--- src/rtl/status_handler.sv ---
// Purpose : ALU status handler; latches flags and raises precise exceptions (div-zero, overflow, address) to the control unit.
// Latency : an exception on SH_valid in cycle N gives SH_trap/SH_busy in N+1; flags update one edge after a clean SH_valid.
// Backpressure: SH_busy stays high from the trap until SH_ack is accepted; SH_valid is ignored while busy.
//
// Ports:
//   clk, rst_n                 clock, asynchronous active-low reset
//   SH_status[7:0]             {zero, overflow, carry, negative, invalid_address, div_zero, 2'b00}
//   SH_valid, SH_pc            completing instruction and its PC
//   SH_check_ovf, SH_mem_access qualify overflow / invalid_address as trap-worthy
//   SH_ack                     control unit has taken the trap
//   SH_cnt_clr                 synchronous clear of the exception counter
//   SH_flags, SH_trap, SH_busy, SH_cause, SH_epc, SH_vector, SH_exc_count  (all registered except SH_vector)
module status_handler #(
  parameter logic [31:0] TRAP_VECTOR = 32'h8000_0180,
  parameter int          COUNT_WIDTH = 8
) (
  input  logic                   clk,
  input  logic                   rst_n,
  input  logic [7:0]             SH_status,
  input  logic                   SH_valid,
  input  logic                   SH_check_ovf,
  input  logic                   SH_mem_access,
  input  logic [31:0]            SH_pc,
  input  logic                   SH_ack,
  input  logic                   SH_cnt_clr,
  output logic [3:0]             SH_flags,
  output logic                   SH_trap,
  output logic                   SH_busy,
  output logic [1:0]             SH_cause,
  output logic [31:0]            SH_epc,
  output logic [31:0]            SH_vector,
  output logic [COUNT_WIDTH-1:0] SH_exc_count
);

  typedef enum logic [1:0] {
    IDLE     = 2'd0,
    TRAP     = 2'd1,
    WAIT_ACK = 2'd2
  } state_t;

  localparam logic [COUNT_WIDTH-1:0] COUNT_MAX = {COUNT_WIDTH{1'b1}};

  state_t      state;
  state_t      state_nxt;

  logic        div_zero;
  logic        ovf_trap;
  logic        addr_trap;
  logic        exc;
  logic        take_exc;
  logic        ack_taken;
  logic [1:0]  cause_nxt;
  logic        unused_status;

  // Low status bits carry no information.
  assign unused_status = ^SH_status[1:0];

  assign div_zero  = SH_status[2];
  assign ovf_trap  = SH_status[6] & SH_check_ovf;
  assign addr_trap = SH_status[3] & SH_mem_access;
  assign exc       = SH_valid & (div_zero | ovf_trap | addr_trap);

  // Only the highest-priority cause is recorded.
  always_comb begin
    cause_nxt = 2'd0;
    if (div_zero)       cause_nxt = 2'd1;
    else if (ovf_trap)  cause_nxt = 2'd2;
    else if (addr_trap) cause_nxt = 2'd3;
  end

  assign take_exc  = (state == IDLE) & exc;
  assign ack_taken = (state == WAIT_ACK) & SH_ack;

  // State register
  always_ff @(posedge clk or negedge rst_n) begin
    if (!rst_n) state <= IDLE;
    else        state <= state_nxt;
  end

  // Next-state logic
  always_comb begin
    state_nxt = state;
    case (state)
      IDLE:     if (exc) state_nxt = TRAP;
      TRAP:     state_nxt = WAIT_ACK;
      WAIT_ACK: if (SH_ack) state_nxt = IDLE;
      default:  state_nxt = IDLE;
    endcase
  end

  // Outputs decoded from the state register only, so no input reaches them combinationally.
  always_comb begin
    SH_trap = (state == TRAP);
    SH_busy = (state != IDLE);
  end

  assign SH_vector = TRAP_VECTOR;

  // Flags only follow clean instructions completing while idle.
  always_ff @(posedge clk or negedge rst_n) begin
    if (!rst_n) begin
      SH_flags <= 4'd0;
    end else if ((state == IDLE) && SH_valid && !exc) begin
      SH_flags <= SH_status[7:4];
    end
  end

  // Cause is cleared when the trap is acknowledged; EPC stays for post-mortem reads.
  always_ff @(posedge clk or negedge rst_n) begin
    if (!rst_n) begin
      SH_cause <= 2'd0;
      SH_epc   <= 32'd0;
    end else if (take_exc) begin
      SH_cause <= cause_nxt;
      SH_epc   <= SH_pc;
    end else if (ack_taken) begin
      SH_cause <= 2'd0;
    end
  end

  // Saturating exception counter; clear beats a simultaneous increment.
  always_ff @(posedge clk or negedge rst_n) begin
    if (!rst_n) begin
      SH_exc_count <= '0;
    end else if (SH_cnt_clr) begin
      SH_exc_count <= '0;
    end else if (take_exc && (SH_exc_count != COUNT_MAX)) begin
      SH_exc_count <= SH_exc_count + COUNT_WIDTH'(1);
    end
  end

endmodule

--- config.mk ---
export PLATFORM = sky130hd
export DESIGN_NAME = status_handler
export DESIGN_NICKNAME = d
export VERILOG_FILES = /design/src/rtl/status_handler.sv
export SDC_FILE = /design/constraint.sdc
export NUM_CORES = 1
export LEC_CHECK = 0
export ABC_AREA = 1
export CORE_MARGIN = 2
export CORE_UTILIZATION = 35
export DETAILED_ROUTE_END_ITERATION = 7
export PLACE_DENSITY = 0.83
export SLEW_MARGIN = 20
export SYNTH_ARGS = -nofsm -noshare
export SYNTH_HDL_FRONTEND = slang
export SYNTH_SLANG_ARGS = --single-unit
--- constraint.sdc ---
create_clock -name clk -period 3.2 [get_ports clk]
set_input_delay 0.64 -clock clk [delete_from_list [all_inputs] [get_ports clk]]
set_output_delay 0.64 -clock clk [all_outputs]
set_load 0.02 [all_outputs]
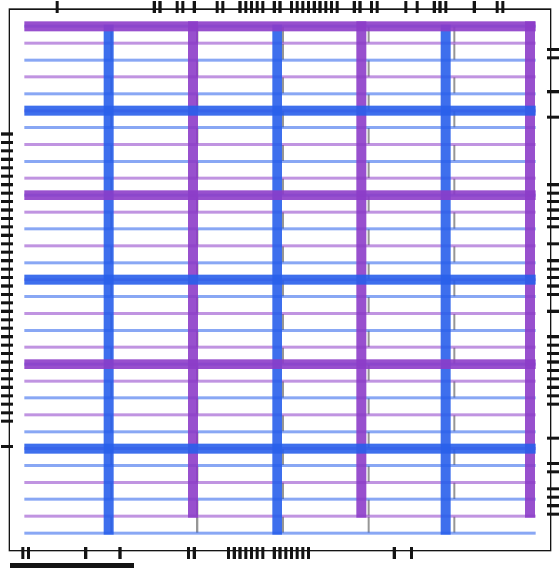
**Above:** PDN straps and rails.
Scale bar: 20 um. Pins as bars on the die edge. Tap cells in gray.
Purple marks VDD. Blue marks VSS.
80 tap cells. 6 straps on met4. 31 met1 rails follow the rows.
Die Ht: 86.9 um
die x size: 86.9 um

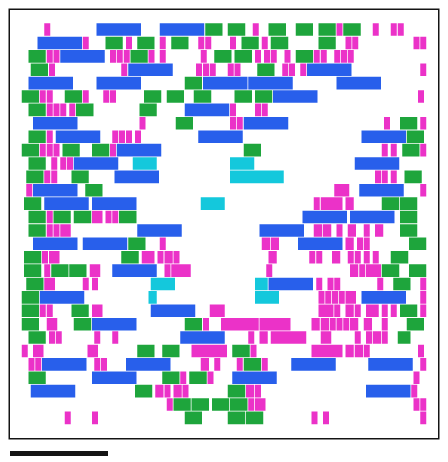
**Above:** cells colored by class.
Scale bar: 20 um.
Blue marks registers, cells 48, share of their area 37%. Cyan marks clock drivers and dummy loads, cells 8, share of their area 3.4%. Green marks remaining buffers and delay cells, cells 92, share of their area 28%. Magenta marks remaining logic cells, cells 219, share of their area 31%.
Final Cell Area: 3340 um^2
Rows: 30
fin util: 49.6%
Seq area share: 36.0%

==> flow_summary.ini <==
; physical design summary
[run]
warnings = 28
cap_violations = 0

[final_timing]
finalMaxSlewViolations = 0
relSlewSlack_pct = 58.0
fin_crit_ps = 2130
holdWs_ps = 333
hold_viol = 0
tns_ps = 0
grt_setup_unrepaired = no
fmax_mhz = 469
setup_viol = 0

[logic_synthesis]
edf_count = 0
simple_gate_share_pct = 29.8
netlist_top_cells_count = 115 x nand2_1, 48 x dfrtp_1, 34 x buf_4
async_reset_ff_share_pct = 100
synth.area.top_cells = dfrtp_1 50%, nand2_1 18%, buf_4 11%
synth_seq_share_pct = 49.9
ys_types = 26
synthCells = 276
ys_top_logic_family = simple AND/OR/NAND/NOR gates
ys_cells = 276
synth_top_cell_by_area = dfrtp_1
syn-cell-area_um2 = 2410
synth.most_common_cell = nand2_1

[layout]
inv_count = 14
area.sequential_um2 = 1200
diodes = 0
logic_area_um2 = 947
clk_share_pct = 3.34
drive_gt1_share_pct = 7.63
logic_gates = 205
dominant_cells = sequential cells
areaGrowthSynthToFinish_pct = 38.6
largest_register_ffs = 32
ff_count = 48
fill_cells = 631

[place]
pre_cts_slack_ps = 970
hpwl_um = 3780
place_congestion = 0.812
dp_cells = 439

[grt]
antenna_found_initial = 0
grt_pass1_wl_um = 8620
grt_max_degree = 49

[worst_setup_path]
crit_start = state[1]
crit_end = SH_trap
worst_setup_path_start_kind = register
crit_required_ps = 2560
critPathMaxFanout = 4
regToRegSetupSlack_ps = 1730
path_delay_family = buffers and inverters
cp.depth = 2
arrival_ps = 1490
cp_slowest_cell = clkdlybuf4s50_1
reg2regPathDepth = 6
crit_buf_inv = 1
r2r-start = SH_exc_count[0]

[clock_network]
cts_tree = yes
cts_setup_buffers = 0
cts_root_buf = clkbuf_8
clock_sinks = 48

[power]
ir_drop_mv = 0.302
sw_frac_of_total_pct = 37.1
comb_cell_power_w = 0.00106
power_frac_seq_pct = 37.8
p_switching_w = 0.000893
power.total_w = 0.00241
cellLeakagePower_nw = 1.61

[die]
die_area_um2 = 7560
core_util_floorplan_pct = 35.8
core_um2 = 6720

[drt]
routed_wl_um = 5220
vias = 1924
wire_per_inst_um = 11.7
ant_nets = 0
route.detailed.drc = 0

[outcome]
status = finished, final reports clean

[worst_hold_path]
min_path_type = in2async
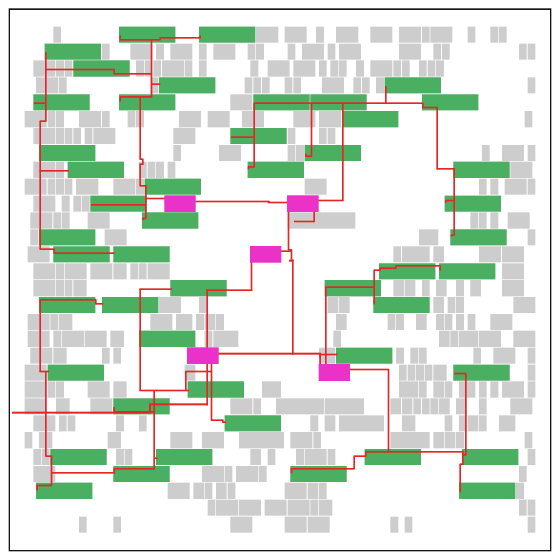
**Above:** clock network drawn from the DEF.
Green marks flip-flops, count 48. Red marks clock wires, length 635 um. Magenta marks clock-net drivers, count 5.
Position of the flops: spread over the die.
clk_skew: 6.60 ps
Worst-Skew Late Latency: 290 ps
P_clk: 0.000440 W
Clock power frac: 18.3%

## cells in the final DEF, fill, tap and decap left out
cell and count:
clkinvlp_4 1, nand4_1 1, nand3_1 15, xnor2_1 2
buf_4 1, a31oi_1 1, dfrtp_1 48, or2_2 1
ha_1 1, clkinv_2 1, nand2_1 115, nand3_4 2
bufinv_16 1, inv_6 1, nor2_8 1, clkbuf_8 5
inv_1 11, nand2_2 9, nand2_8 1, nor2_1 9
conb_1 32, clkdlybuf4s50_1 91, nand2_4 1, o21bai_1 2
inv_2 2, xor2_1 1, nand4_4 1, o21ai_0 10
## per-layer routing
layer	routed length (um)	GRT usage (%)	vias up
met2	2670	24.9	82
met3	407	4.93	4
li1	-	-	961
met1	2110	17.3	877
met5	0	0	-
met4	33	2.98	0
Power and IR drop assume default switching activity.
